**src/rtl/riscv_mem_arbiter.sv**
```systemverilog
// riscv_mem_arbiter: shares one memory bus between instruction fetch (I) and
// the LSU data port (D). D normally wins. A starvation limiter forces a pending
// fetch ahead after STARVE_MAX consecutive D grants. An in-order ownership FIFO
// routes each memory response back to its requester and restores the D tag.
module riscv_mem_arbiter #(
  parameter int OUTSTANDING = 4,
  parameter int STARVE_MAX  = 4,
  parameter int TAG_W       = 11
) (
  input  logic             clk_i,
  input  logic             rst_i,
  input  logic             i_rd_i,
  input  logic [31:0]      i_pc_i,
  output logic             i_accept_o,
  output logic             i_valid_o,
  output logic             i_error_o,
  output logic [31:0]      i_inst_o,
  input  logic             d_rd_i,
  input  logic [3:0]       d_wr_i,
  input  logic [31:0]      d_addr_i,
  input  logic [31:0]      d_data_wr_i,
  input  logic [TAG_W-1:0] d_req_tag_i,
  output logic             d_accept_o,
  output logic             d_ack_o,
  output logic             d_error_o,
  output logic [31:0]      d_data_rd_o,
  output logic [TAG_W-1:0] d_resp_tag_o,
  output logic             m_rd_o,
  output logic [3:0]       m_wr_o,
  output logic [31:0]      m_addr_o,
  output logic [31:0]      m_data_wr_o,
  input  logic             m_accept_i,
  input  logic             m_ack_i,
  input  logic             m_error_i,
  input  logic [31:0]      m_data_rd_i
);

  localparam int PTR_W = (OUTSTANDING > 1) ? $clog2(OUTSTANDING) : 1;
  localparam int CNT_W = PTR_W + 1;
  localparam int SC_W  = $clog2(STARVE_MAX + 1);
  localparam logic [CNT_W-1:0] FULL_CNT = CNT_W'(OUTSTANDING);
  localparam logic [SC_W-1:0]  SMAX     = SC_W'(STARVE_MAX);

  localparam logic [1:0] IDLE   = 2'd0;
  localparam logic [1:0] LOCK_I = 2'd1;
  localparam logic [1:0] LOCK_D = 2'd2;

  typedef struct packed {
    logic             own_d;
    logic [TAG_W-1:0] tag;
  } own_t;

  logic [1:0]       state;
  logic [SC_W-1:0]  starve_cnt;
  own_t             fifo_q [OUTSTANDING];
  logic [PTR_W-1:0] wr_ptr, rd_ptr;
  logic [CNT_W-1:0] count;

  logic d_req, starve_ovr, full, empty;
  logic gnt_i, gnt_d, drv_i, drv_d, push, pop;
  own_t head, push_ent;

  assign d_req      = d_rd_i | (|d_wr_i);
  assign starve_ovr = i_rd_i & (starve_cnt == SMAX);
  assign full       = (count == FULL_CNT);
  assign empty      = (count == '0);

  // Grant selection: a locked requester keeps the bus; otherwise D unless fetch is starved.
  always_comb begin
    gnt_i = 1'b0;
    gnt_d = 1'b0;
    case (state)
      LOCK_I:  gnt_i = 1'b1;
      LOCK_D:  gnt_d = 1'b1;
      default: begin
        if (d_req && !starve_ovr) gnt_d = 1'b1;
        else if (i_rd_i)          gnt_i = 1'b1;
      end
    endcase
  end

  // Nothing is issued while the FIFO is full, even if a pop happens this cycle.
  assign drv_i = gnt_i & ~full & ~rst_i;
  assign drv_d = gnt_d & ~full & ~rst_i;

  assign m_rd_o      = drv_i | (drv_d & d_rd_i);
  assign m_wr_o      = drv_d ? d_wr_i : 4'd0;
  assign m_addr_o    = drv_d ? d_addr_i : (drv_i ? i_pc_i : 32'd0);
  assign m_data_wr_o = drv_d ? d_data_wr_i : 32'd0;

  assign i_accept_o = drv_i & m_accept_i;
  assign d_accept_o = drv_d & m_accept_i;

  assign push           = i_accept_o | d_accept_o;
  assign push_ent.own_d = d_accept_o;
  assign push_ent.tag   = d_accept_o ? d_req_tag_i : '0;

  // Responses arrive in order; an ack with no recorded owner is dropped.
  assign pop  = m_ack_i & ~empty & ~rst_i;
  assign head = fifo_q[rd_ptr];

  assign i_valid_o    = pop & ~head.own_d;
  assign i_error_o    = i_valid_o & m_error_i;
  assign i_inst_o     = i_valid_o ? m_data_rd_i : 32'd0;
  assign d_ack_o      = pop & head.own_d;
  assign d_error_o    = d_ack_o & m_error_i;
  assign d_data_rd_o  = d_ack_o ? m_data_rd_i : 32'd0;
  assign d_resp_tag_o = d_ack_o ? head.tag : '0;

  // Lock onto a presented-but-unaccepted request so the bus stays stable.
  always_ff @(posedge clk_i) begin
    if (rst_i) begin
      state <= IDLE;
    end else begin
      case (state)
        IDLE: begin
          if (drv_i && !m_accept_i)      state <= LOCK_I;
          else if (drv_d && !m_accept_i) state <= LOCK_D;
        end
        LOCK_I:  if (i_accept_o) state <= IDLE;
        LOCK_D:  if (d_accept_o) state <= IDLE;
        default: state <= IDLE;
      endcase
    end
  end

  // Count consecutive D grants taken while fetch is waiting.
  always_ff @(posedge clk_i) begin
    if (rst_i)                                starve_cnt <= '0;
    else if (!i_rd_i || i_accept_o)           starve_cnt <= '0;
    else if (d_accept_o && starve_cnt != SMAX) starve_cnt <= starve_cnt + 1'b1;
  end

  // Ownership FIFO pointers and occupancy.
  always_ff @(posedge clk_i) begin
    if (rst_i) begin
      wr_ptr <= '0;
      rd_ptr <= '0;
      count  <= '0;
    end else begin
      if (push) wr_ptr <= wr_ptr + 1'b1;
      if (pop)  rd_ptr <= rd_ptr + 1'b1;
      case ({push, pop})
        2'b10:   count <= count + 1'b1;
        2'b01:   count <= count - 1'b1;
        default: count <= count;
      endcase
    end
  end

  // Ownership FIFO storage; contents are meaningless while the entry is free.
  always_ff @(posedge clk_i) begin
    if (push) fifo_q[wr_ptr] <= push_ent;
  end

endmodule

```
**config.mk**
```make
export PLATFORM = sky130hd
export DESIGN_NAME = riscv_mem_arbiter
export DESIGN_NICKNAME = d
export VERILOG_FILES = /design/src/rtl/riscv_mem_arbiter.sv
export SDC_FILE = /design/constraint.sdc
export NUM_CORES = 1
export LEC_CHECK = 0
export CORE_AREA = 4 4 115 117
export DETAILED_ROUTE_END_ITERATION = 10
export DIE_AREA = 0 0 119 121
export PLACE_DENSITY = 0.87
export SYNTH_ARGS = -nofsm -noshare
export SYNTH_HDL_FRONTEND = slang
export SYNTH_SLANG_ARGS = --single-unit
```
**constraint.sdc**
```tcl
create_clock -name clk_i -period 2.9 [get_ports clk_i]
set_clock_uncertainty 0.05 [all_clocks]
set_input_delay 0.435 -clock clk_i [delete_from_list [all_inputs] [get_ports clk_i]]
set_output_delay 0.435 -clock clk_i [all_outputs]
set_load 0.005 [all_outputs]
```
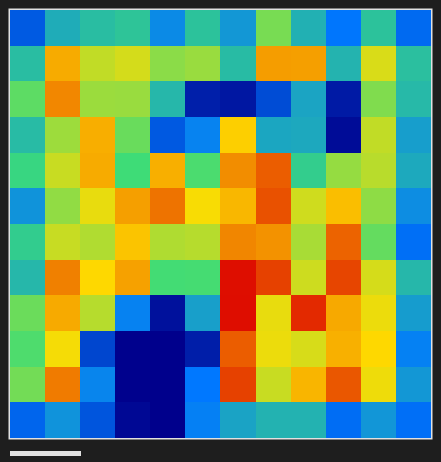
(run_1/util_map.png)
The bar under the picture is 20 µm long. The die is cut into 12 by 12 equal tiles; dark blue is low, red is high, 0 to 100% covered.
25% of the tiles are over 75% full. The mean over all tiles is 53%. The fullest tile reaches 99%. 4.2% of the tiles are nearly empty. The densest ninth of the die: middle.
Floorplan Utilization: 0.3113
Core Area: 12360 µm²
Final Core Density: 0.6330

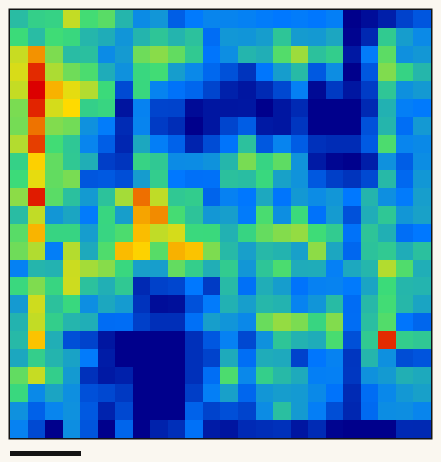
(run_1/route_heat.png)
The bar under the picture is 20 µm long. The die is cut into 24 by 24 equal tiles; dark blue is low, red is high, scaled to the fullest tile. Values are wire area over tile area, all layers added.
6.4% of the tiles are nearly empty. 17% of the tiles are over half the peak. The fullest tile reaches 0.61. The mean over all tiles is 0.20.
wire per inst: 19.72 µm
overall global routing resource usage: 0.2242

==> notes.md, run 1 <==
Implementation numbers.

- The run finished, with violations left.
- The final reports fail on setup timing.
- The chip occupies ~14000 µm².
- The number of global-route vias before repair reads 4460.
- Detailed-route iteration 0 reported a violation count of about 200.
- The power share of the clock group is 0.265.
- The number of instances resized during post-cts repair reads between 200 and 300.
- The area recorded from the Yosys report for this design is about 3800 µm².
- The biggest area contributor in the post-synthesis netlist is edfxtp_1.
- The depth of the worst register-to-register path reads 13.
- Per the detail_route report, vias per standard cell equal 4.889.
- Per the detailed placement report, the placed cell area equals approximately 7300 µm².
- The worst hold-check slack reads 0.4390 ns.
- The clock latency of the later-clocked register in the worst-skew pair reads 0.32 ns.
- Yosys attributes the largest share of cell area to edfxtp_1 (37%), and2_1 (12%), and3_1 (8.9%).
- In this run, the synthesized area fraction spent on and/or/nand/nor cells is recorded as 0.2685.
- Setup repair after global routing could not meet its margin everywhere.
- The number of buffers inserted for hold repair after clock tree synthesis reads 0.
- The post-route worst setup slack reads -0.06428 ns.
- For the worst setup path, the data arrival time is 2.48 ns.
- The power report attributes to the sequential group a share of 0.306.
- The kind of start point of the critical path reads a register.
- The count of state elements after synthesis is ~62.
- The number of standard cells reported by yosys reads 351.
- The net count of the finished layout is about 860.
- At the end of routability-driven placement, the weighted congestion stood at 1.079.
- The dominant synthesized flop cell is edfxtp_1.
- From the final report, the count of setup violators was given as 12.
- The layout cell share with drive strength beyond 1 reads 0.2411.
- The final wirelength reads ~17 mm.
- The report shows a maximum critical-path fanout of 4.
- The total power divided by cell area is 440.2 nW/µm².
- The max-cap check violation count reads 0.
- The required time at the worst endpoint is listed as between 2 and 2.5 ns.
- The number of stages on the worst setup path reads 12.
- The post-layout minimum cycle time is 2.964 ns.
- The buffer and inverter count on the worst path is 6.
- Looking at the post-CTS report, the setup buffer insertion count equals 12.
- In this run the most critical hold path is launched from starve_cnt[1]$_SDFFE_PP0P_.
- The slew at the pin closest to its max-slew limit reads a little under 0.7 ns.
- According to the report, the first pass of detailed routing completed in 4 iterations.
- Sorting the synthesized cells by how often they occur yields and2_1 (75), and3_1 (55), edfxtp_1 (48), a22o_1 (32), clkbuf_1 (18).
- The number of warnings issued by yosys is 0.
- The highest achievable clock rate reads between 300 and 400 MHz.
- The category of the critical setup timing path reads register to primary output.
- The synthesized-area fraction occupied by ao, oa, aoi and oai cells reads 0.1151.
- The worst slack at placement is -0.5201 ns.
- The share of synthesized registers carrying an async set or reset reads 0.
- The area share of fa/ha/maj cells after synthesis is 0.03771.
- The buffer depth of the longest clock path reads 2.
- The pin count of the biggest net entering global routing reads between 40 and 50.
- The wire length of the first global-routing pass reads roughly 24 mm.
- The number of hold violations in the final report is 0.
- The internal power of the cells reads ~2.5 mW.
- The wire-length estimate of the detail-placed layout is 13.46 mm.
- The aggregate global routing overflow is 0.
- The clock-pin slew on the worst setup and hold paths reads ~0.05 ns.
- The placed cell count is between 800 and 900.
- The slowest stage of the critical path is the dfxtp_2 cell.
- For reference, the critical path is launched at state[0]$_SDFFE_PP0P_.
- The xor/xnor cell area share of the yosys netlist is 0.01365.
- The number of distinct library cell variants in the gate-level netlist after synthesis is roughly 43.
- The post-route clock period utilization is 1.022.
- The summed area of non-filler cells in the final layout is between 7000 and 8000 µm².
- The total number of warnings across the stage logs reads 34.
- The layout overhead on the synthesized area reads 103.3%.
- The origin of the critical flop-to-flop path is state[0]$_SDFFE_PP0P_.
- The signal on the critical path passes through inv_4 > ha_4 > nand4b_1 > buf_4 > nand2_4 > a22oi_2 > nor2_4 > buf_6 > buf_16 > buf_12 > a22o_4 > buf_6.
- The count of flip-flops with a built-in enable after synthesis reads roughly 48.
- The register-to-register setup slack is 0.24 ns.
- The count of antenna-violating nets left after detailed routing is 0.
- The total clock buffers created by CTS reads 9.
- The proportion of power drawn by combinational gates reads 0.429.
- The capture endpoint of the worst hold path reads starve_cnt[1]$_SDFFE_PP0P_.
- For reference, the placement row count at floorplan is approximately 41.
- The combinational family with the most area after synthesis is simple AND/OR/NAND/NOR gates.
- The critical path's top delay family is buffers and inverters.
- The capture point of the worst path is m_addr_o[24].
- The class of the most critical hold timing path is register to register.
- The CTS sink count is 62.
- Per the OpenROAD power report, switching power amounts to about 0.99 mW.
- The static power due to leakage reads between 3 and 4 nW.
- The kind of end point of the critical path reads a primary output.
- Detailed routing inserted a total of around 4300 vias.
- The reg-to-reg endpoint is count[2]$_SDFFE_PP0P_.
- The post-synth net total reads around 500.
- The cell with the most instances on the worst path is buf_6.
- The netlist area before placement reads 3849 µm².
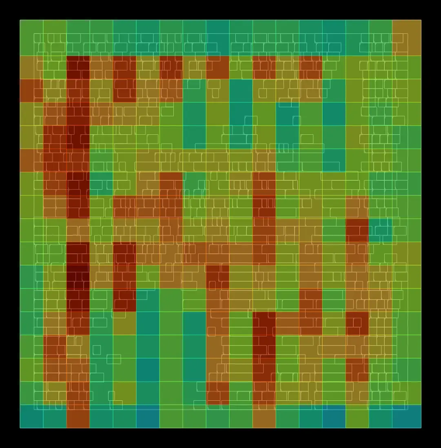
(run_1/congestion_map.png)
routing usage on met2: 0.4419
met1 Track Usage GR: 0.2143

run 1: cell usage in the layout (no fill, tap or decap), types with 10 or more instances in the layout:
cell               n
buf_6             16
nor2_1            12
a22o_1            25
dfxtp_1           12
buf_4             36
buf_12            10
clkdlybuf4s50_1  224
edfxtp_1          48
clkdlybuf4s15_2   12
mux4_2            12
clkdlybuf4s15_1   11
and3_1            55
buf_2             42
and2_1            73
run 1: cell type report:
type / count / area (µm²)
Clock inverter: 5 / 26.28
Tap cell: 172 / 215.2
Sequential cell: 62 / 1724
Antenna cell: 1 / 2.502
Multi-Input combinational cell: 254 / 2056
Timing Repair Buffer: 360 / 3533
Inverter: 9 / 36.28
Clock buffer: 11 / 232.7
Fill cell: 982 / 4537
run 1: flip-flops by register name (all words and copies together) (netlist names), named ones only:
name        flops
count           3
fifo_q         48
rd_ptr          2
starve_cnt      3
state           2
wr_ptr          2
run 1: layer usage:
layer,track usage,up-vias,part of all wire
li1,-,1994,-
met1,0.2143,2016,0.32
met2,0.4419,237,0.55
met3,0.06620,26,0.095
met4,0.09124,0,0.036
met5,0,-,0
run 1: stage by stage:
stage | total power, mW | util
global placement | 2.415 | 0.5889
floorplan | 1.617 | -
finish | 3.446 | 0.6330
global route | 3.604 | 0.6330
CTS | 3.451 | 0.6270
detailed placement | 2.459 | 0.5889
run 1: power by group through the flow:
stage | Combinational [mW] | Clock, mW | Sequential, mW
after detailed placement | 1.39 | 0 | 1.07
after global routing | 1.57 | 0.976 | 1.06
after CTS | 1.46 | 0.933 | 1.05
after floorplan | 0.556 | 0 | 1.06
final | 1.48 | 0.915 | 1.05
after global placement | 1.35 | 0 | 1.06
==> run_1/class_map.png <==
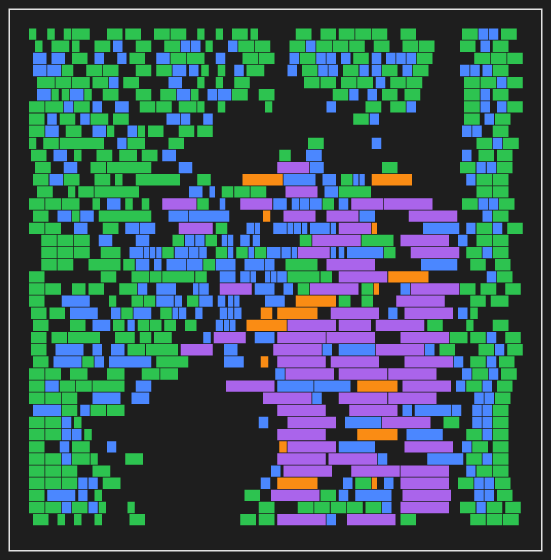

## Run 2: what changed since run 1
CELL_PAD_IN_SITES_DETAIL_PLACEMENT = 0   (was default)
CELL_PAD_IN_SITES_GLOBAL_PLACEMENT = 1   (was default)
CORE_AREA = default   (was 4 4 115 117)
CORE_ASPECT_RATIO = 1.4   (was default)
CORE_MARGIN = 4   (was default)
CORE_UTILIZATION = 24   (was default)
DIE_AREA = default   (was 0 0 119 121)
PLACE_DENSITY = 0.92   (was 0.87)
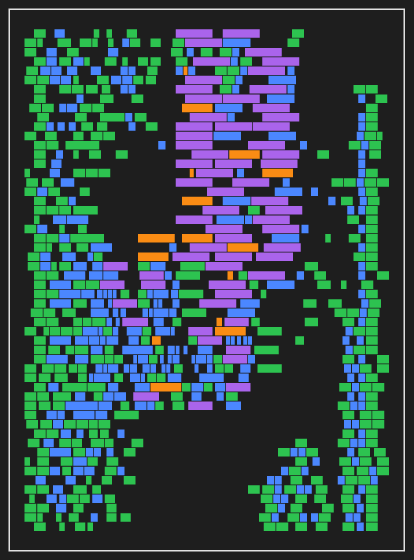
(run_2/class_map.png)
Orange stands for clock drivers and dummy loads, cells 15, share of their area 3.6%. Green stands for remaining buffers and delay cells, cells 364, share of their area 45%. Blue stands for remaining logic cells, cells 270, share of their area 29%. Purple stands for registers, cells 62, share of their area 22%.
Core Area: 15680 µm²
sequential cell area share: 0.2139
Final Core Density: 0.5143
num rows: 54
area of all placed cells without fillers: 8061 µm²

==> run 2 against run 1 <==
Against the previous run: the flow now finishes without violations; via count is 2.8% higher; synthesized area stayed put; sequential share of layout area is 0.64 points lower; die size increased by 26%; cell count up 3.8%; register-to-register slack worse by 0.05 ns; critical path depth fell by 1; largest cell class unchanged; largest power group unchanged.
==> notes.md, run 2 <==
Implementation numbers.

- The most common cell after layout, fill and taps aside reads clkdlybuf4s50_1.
- The netlist area before placement is 3849 µm² (unchanged).
- The count of flip-flops with a built-in enable after synthesis reads 48 (unchanged).
- The share of synthesized registers carrying an async set or reset reads 0 (unchanged).
- The power share of the clock group is 0.274 (+0.009).
- The peak supply drop is between 300 and 400 µV.
- For hold timing, the worst endpoint is count[2]$_SDFFE_PP0P_.
- The number of standard cells reported by yosys reads 351 (unchanged).
- The total power is 3.644 mW (+5.8%).
- The leading area contributor after synthesis is edfxtp_1.
- The setup TNS is 0 ns.
- The count of filler cells inserted in the layout is 1427 (+45%).
- The normalized max-slew margin reads 0.6311.
- The clock latency of the later-clocked register in the worst-skew pair was 0.32 ns (about the same).
- The post-layout minimum cycle time reads 2.843 ns (-0.1210 ns).
- The synthesized chip area reported by yosys reads 3849 µm² (unchanged).
- The overall global routing resource usage is 0.1994 (-0.02478).
- STA reports the tightest min-delay check as being of type register to register.
- The arrival time of the worst setup path came to 2.36 ns (-0.12 ns).
- The kind of start point of the critical path is a register.
- The pin count of the biggest net entering global routing is 46 (unchanged).
- The flip-flop count of the largest register after layout is 48 (unchanged).
- The reg-to-reg endpoint is count[2]$_SDFFE_PP0P_.
- The first-pass iteration count of the detailed router reads 4 (unchanged).
- The largest register by flop count is fifo_q.
- The die outline area is 18160 µm² (+26%).
- The average routed wire per standard cell is 20.73 µm (+5.1%).
- The internal power of the cells is 2.575 mW (+4.8%).
- The dominant synthesized flop cell is edfxtp_1.
- Yosys reports that the most numerous cell types are and2_1 (75), and3_1 (55), edfxtp_1 (48), a22o_1 (32), clkbuf_1 (18).
- The CTS sink count is 62 (unchanged).
- The net switching power reads 1.069 mW (+8.1%).
- The worst hold-check slack is 0.4685 ns (+0.02950 ns).
- The number of top-level pins is ~300.
- The flow ran to the end, and the final reports show no timing, DRC or antenna violations.
- The report lists the cells along the critical path as inv_2 > ha_4 > nand4b_1 > buf_4 > nand2_4 > a22oi_2 > nor2_4 > buf_6 > buf_12 > a22o_4 > clkdlybuf4s15_2.
- The depth of the worst register-to-register path reads 13 (unchanged).
- On the critical path, the stage with the largest delay is an instance of dfxtp_2.
- The worst hold path passes through 2 cells.
- The via density per instance was 4.841 (-0.98%).
- The wire length of the first global-routing pass came to 26.88 mm (+9.9%).
- The buffer depth of the longest clock path reads 2 (unchanged).
- The aggregate global routing overflow came to 0 (unchanged).
- The floorplan-stage core utilization came to 0.2455 (-0.06577).
- The required time of the critical path is 2.41 ns (about the same).
- The area taken by multi-input logic gates came to 2228 µm² (+8.4%).
- The number of hold violations in the final report reads 0 (unchanged).
- Input and output buffers added on the ports amount to between 200 and 300.
- The total number of warnings across the stage logs reads 33 (-2.9%).
- The count of non-filler cells in the finished layout is 907.
- The register-to-register setup slack reads 0.19 ns (-0.05 ns).
- The kind of end point of the critical path reads a primary output.
- The via count is 4391 (+2.8%).
- The global placer's final weighted congestion reads 0.8475 (-21%).
- The HPWL reported at the end of detailed placement is 14.65 mm (+8.8%).
- The number of stages on the worst setup path is 11 (-1).
- The total clock buffers created by CTS reads 9 (unchanged).
- The count of H-tree levels built during CTS is 3.
- The post-route worst setup slack is 0.05673 ns (+0.1210 ns).
- In this run the clock root is driven by a clkbuf_16.
- The sequential standard cell area came to 1724 µm² (unchanged).
- Yosys attributes the largest share of cell area to edfxtp_1 (37%), and2_1 (12%), and3_1 (8.9%).
- The post-route clock period utilization is 0.9804 (-0.04173).
- The static power due to leakage is 3.385 nW (+2.5%).
- The largest incremental delay on the critical path reads roughly 0.33 ns.
- The initial antenna violation count reads 0.
- The worst slack at placement reads -0.7405 ns (-0.2204 ns).
- The placed cell count reads 859 (+3.1%).
- The count of antenna-violating nets left after detailed routing came to 0 (unchanged).
- The power share of the sequential group is 0.287 (-0.019).
- The capture point of the worst path reads m_addr_o[24].
- The highest achievable clock rate reads 351.7 MHz (+4.3%).
- The layout cell share with drive strength beyond 1 is 0.2489 (+0.007861).
- The number of distinct library cell variants in the gate-level netlist after synthesis reads 43 (unchanged).
- The slew at the pin closest to its max-slew limit is 0.5501 ns (-0.1285 ns).
- The proportion of power drawn by combinational gates came to 0.439 (+0.010).
- The number of DRC markers after the initial detailed-route iteration is 127 (-37%).
- The number of warnings issued by yosys is 0 (unchanged).
- The number of diodes added for antenna fixing was 0 (-1).
- Of the post-synthesis cell area, the dominant cell type holds 0.3745.
- The worst setup path startpoint reads state[1]$_SDFFE_PP0P_.
- The startpoint of the tightest hold check path reads count[2]$_SDFFE_PP0P_.
- The final net count reads 868 (+1.3%).
- In the layout the commonest cells are clkdlybuf4s50_1 (224), and2_1 (62), and3_1 (55).
- The layout overhead on the synthesized area reads 109.5%.
- The count of state elements after synthesis was 62 (unchanged).
- The origin of the critical flop-to-flop path reads state[0]$_SDFFE_PP0P_.
- The final wirelength reads 18.81 mm (+9.1%).
- The largest fanout on the critical path is 6 (+2).
- The max-cap check violation count reads 0 (unchanged).
- The largest registers in the layout are fifo_q (48), count (3), starve_cnt (3).
- The total power divided by cell area is 452.0 nW/µm² (+2.7%).
- The critical path's top delay family reads buffers and inverters.
- The category of the critical setup timing path is register to primary output.
- The buffer and inverter count on the worst path reads 5 (-1).
- The DRC violation count after routing reads 0.
- The number of buffers inserted for hold repair after clock tree synthesis came to 0 (unchanged).
- The post-synth net total is 512 (unchanged).
- The final tally of setup violations was 0 (-12).
- The cell area after placement reads 7356 µm² (+1.0%).
- The number of global-route vias before repair was 4753 (+6.6%).
- The clock-pin slew on the worst setup and hold paths is 0.05 ns (about the same).
run 2: cell counts after synthesis:
Identical to the previous run, type by type.
run 2: per-layer routing:
layer,up-vias,GRT usage,wire length [µm]
met2,277,0.3786,9944
met5,-,0,0
li1,2031,-,-
met1,2040,0.1975,6358
met4,0,0.09955,864
met3,43,0.04971,1638
run 2: cell families (layout without fill, tap and decap cells):
group           Yosys count  after routing  share of synthesized area
simple gates            171            178                     0.2685
flops                    62             62                     0.4473
compound gates           53             53                     0.1151
buf+inv                  35            388                    0.04486
mux                      13             13                    0.07282
fa+ha+maj                11             11                    0.03771
xor+xnor                  6              6                    0.01365
run 2: layout make-up:
type                    count  share of cell area
clock buffers              10             0.02840
clock inverters             5            0.006363
inverters                   9            0.004191
multi-input cells         261              0.2764
flip-flops and latches     62              0.2139
well taps                 196             0.03042
repair buffers            364              0.4403
run 2: power groups by stage:
stage                     sequential, mW  combinational (mW)  clock [mW]
final                               1.05                1.60       0.999
after global routing                1.05                1.71        1.05
after CTS                           1.05                1.60        1.02
after detailed placement            1.06                1.41           0
after global placement              1.06                1.38           0
after floorplan                     1.06               0.556           0
run 2: what timing repair did:
action | CTS | global route
setup buffers | 22 | 4
endpoints found under the setup margin | 73 | 91
pin swaps | 45 | 10
gates cloned | 10 | 0
resized | 236 | 9
run 2: worst register-to-register path: stages, from the launching register on:
cell and delay (ns):
dfxtp_2 0.33, inv_2 0.05, ha_4 0.23, buf_4 0.16, or3b_1 0.16, o41ai_1 0.07
buf_4 0.14, nor2_1 0.14, inv_1 0.06, ha_1 0.23, fa_1 0.38, xnor2_1 0.15
or3_1 0.32, a21oi_1 0.14
==> run_2/congestion_map.png <==
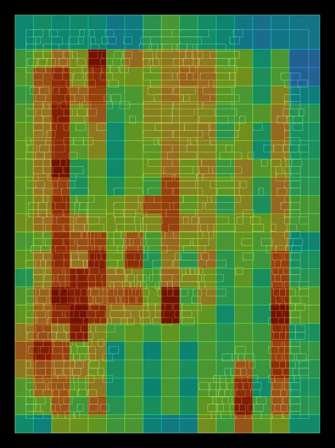

## Run 3: what changed since run 2
REMOVE_ABC_BUFFERS = 1   (was default)
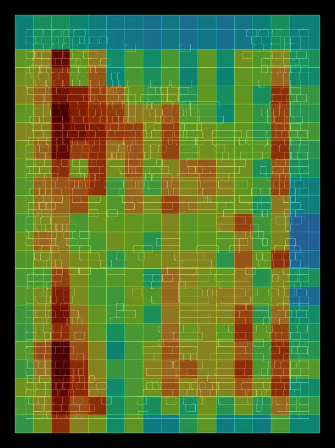
(run_3/congestion_map.png)
routing usage on met2: 0.3871
wire per inst: 21.98 µm
global-route layer with the greatest usage: met2

==> run 3 against run 2 <==
Against the previous run: non-clock buffer count is 3 higher; sequential power about the same; die size did not move; first-iteration DRC count increased by 52%; synthesized area unchanged.
==> notes.md, run 3 <==
Implementation numbers.

- The post-CTS setup buffer count reads 22 (unchanged).
- The post-layout minimum cycle time reads 2.891 ns (+0.04745 ns).
- The via density per instance is 4.915 (+1.5%).
- The class of the most critical hold timing path is register to register.
- The largest fanout on the critical path reads 8 (+2).
- The slew at the pin closest to its max-slew limit was 0.6368 ns (+0.08673 ns).
- The layout cell share with drive strength beyond 1 reads 0.2182 (-0.03076).
- The most common logic cells in the final layout are clkdlybuf4s50_1 (225), and2_1 (71), and3_1 (55).
- The number of warnings issued by yosys is 0 (unchanged).
- The wire length of the first global-routing pass reads 27.97 mm (+4.0%).
- The dominant synthesized flop cell is edfxtp_1.
- The final net count came to 871 (+0.35%).
- The xor/xnor cell area share of the yosys netlist is 0.01365 (unchanged).
- The count of H-tree levels built during CTS came to 3 (unchanged).
- The DRC violation count after routing is 0 (unchanged).
- The kind of end point of the critical path reads a primary output.
- The fraction of synthesized area in multiplexers reads 0.07282 (unchanged).
- The peak supply drop is 219.9 µV (-27%).
- The number of hold violations in the final report reads 0 (unchanged).
- In this run the clock root is driven by a clkbuf_16.
- The flip-flop count of the largest register after layout reads 48 (unchanged).
- The count of antenna-violating nets left after detailed routing is 0 (unchanged).
- The clock-pin slew on the worst setup and hold paths reads 0.05 ns (about the same).
- The pin count of the biggest net entering global routing is 46 (unchanged).
- The site row count was 54 (unchanged).
- The number of global-route vias before repair came to 4767 (+0.29%).
- The final tally of setup violations is 0 (unchanged).
- The count of filler cells inserted in the layout reads 1396 (-2.2%).
- The overall global routing resource usage reads 0.2113 (+0.01192).
- The aggregate global routing overflow reads 0 (unchanged).
- The share of synthesized registers carrying an async set or reset was 0 (unchanged).
- The combinational family with the most area after synthesis reads simple AND/OR/NAND/NOR gates.
- The category of the critical setup timing path is register to primary output.
- The core region area reads 15680 µm² (unchanged).
- The total number of warnings across the stage logs reads 33 (unchanged).
- The HPWL reported at the end of detailed placement is 15.25 mm (+4.1%).
- The flow ran to the end, and the final reports show no timing, DRC or antenna violations.
- The first-pass iteration count of the detailed router is 4 (unchanged).
- The number of distinct library cell variants in the gate-level netlist after synthesis is 43 (unchanged).
- The number of instances resized during post-cts repair reads 201 (-15%).
- The count of buffers from port buffering is 299 (unchanged).
- The simple-gate area share of the yosys netlist is 0.2685 (unchanged).
- The total power divided by cell area reads 471.7 nW/µm² (+4.3%).
- The startpoint of the tightest hold check path reads wr_ptr[1]$_SDFFE_PP0P_.
- The number of top-level pins is 300 (unchanged).
- The most common cell after layout, fill and taps aside reads clkdlybuf4s50_1.
- The area taken by multi-input logic gates is 2118 µm² (-4.9%).
- Counting instances in the post-synthesis netlist gives the leading cell types as and2_1 (75), and3_1 (55), edfxtp_1 (48), a22o_1 (32), clkbuf_1 (18).
- The leading area contributor after synthesis is edfxtp_1.
- The area share of fa/ha/maj cells after synthesis was 0.03771 (unchanged).
- After synthesis, the cell types taking the most area are edfxtp_1 (37%), and2_1 (12%), and3_1 (8.9%).
- The number of DRC markers after the initial detailed-route iteration reads 193 (+52%).
- The buffer depth of the longest clock path is 2 (unchanged).
- The area share of the largest cell type after synthesis reads 0.3745 (unchanged).
- The setup TNS is 0 ns (unchanged).
- The register-to-register setup slack is 0.23 ns (+0.04 ns).
- The sequential standard cell area is 1724 µm² (unchanged).
- The synthesized-area fraction occupied by ao, oa, aoi and oai cells reads 0.1151 (unchanged).
- The CTS sink count came to 62 (unchanged).
- The total clock buffers created by CTS came to 9 (unchanged).
- The synthesized chip area reported by yosys is 3849 µm² (unchanged).
- The arrival time of the worst setup path came to 2.41 ns (+0.05 ns).
- The global placer's final weighted congestion reads 0.8497 (+0.26%).
- In this run the critical register-to-register path is launched from state[1]$_SDFFE_PP0P_.
- The worst slack at placement is -0.6550 ns (+0.08550 ns).
- The post-route clock period utilization reads 0.9968 (+0.01636).
- The count of state elements after synthesis reads 62 (unchanged).
- The max-cap check violation count was 0 (unchanged).
- The highest achievable clock rate reads 345.9 MHz (-1.6%).
- The static power due to leakage is 3.383 nW (about the same).
- The worst setup path is launched from a register.
- The most flop-heavy register is fifo_q.
- The layout overhead on the synthesized area reads 108.5%.
-- run 3: layout make-up --
cell class,count,area share
repair buffers,367,0.4471
multi-input cells,261,0.2640
flip-flops and latches,62,0.2148
well taps,196,0.03056
clock buffers,10,0.02853
clock inverters,6,0.01076
inverters,9,0.004210
-- run 3: cell families (layout without fill, tap and decap cells) --
| kind of cell | after synthesis | after routing |
|---|---|---|
| buffers and inverters | 35 | 392 |
| AND/OR/NAND/NOR | 171 | 178 |
| AND-OR/OR-AND | 53 | 53 |
| multiplexers | 13 | 13 |
| XOR/XNOR | 6 | 6 |
| adder cells (fa/ha/maj) | 11 | 11 |
| flip-flops | 62 | 62 |
-- run 3: path summary, 6_finish.rpt --
kind / endpoint / depth (start not counted)
setup / recovery: m_data_wr_o[30] / 8
hold / removal: wr_ptr[1]$_SDFFE_PP0P_ / 2
setup reg to reg: count[2]$_SDFFE_PP0P_ / 13
hold reg to reg: wr_ptr[1]$_SDFFE_PP0P_ / 2
-- run 3: metal layers --
layer / track usage / wire length, µm
met4: 0.1096 / 1208
met5: 0 / 34
met2: 0.3871 / 9955
met1: 0.2044 / 6587
met3: 0.07725 / 2235
-- run 3: report_power, final --
part           internal, mW  switching, mW
Clock                 0.749          0.369
Combinational         0.912          0.710
Sequential             1.02         0.0234
-- run 3: worst max-delay path, cell delays in order, from the launching register on --
cell,delay [ns]
dfxtp_2,0.34
inv_2,0.06
ha_4,0.28
nand4b_1,0.19
o311ai_4,0.16
buf_8,0.18
nor2_4,0.20
and2_1,0.16
clkdlybuf4s50_1,0.50
-- run 3: metrics by stage --
stage	instance area [µm²]	utilization	std cells
floorplan	3710	-	325
global placement	7366	0.4699	861
detailed placement	7366	0.4699	861
CTS	7943	0.5067	906
global route	8025	0.5120	911
finish	8025	0.5120	911
Power figures rest on the tool's default switching activity, not on a simulated workload.
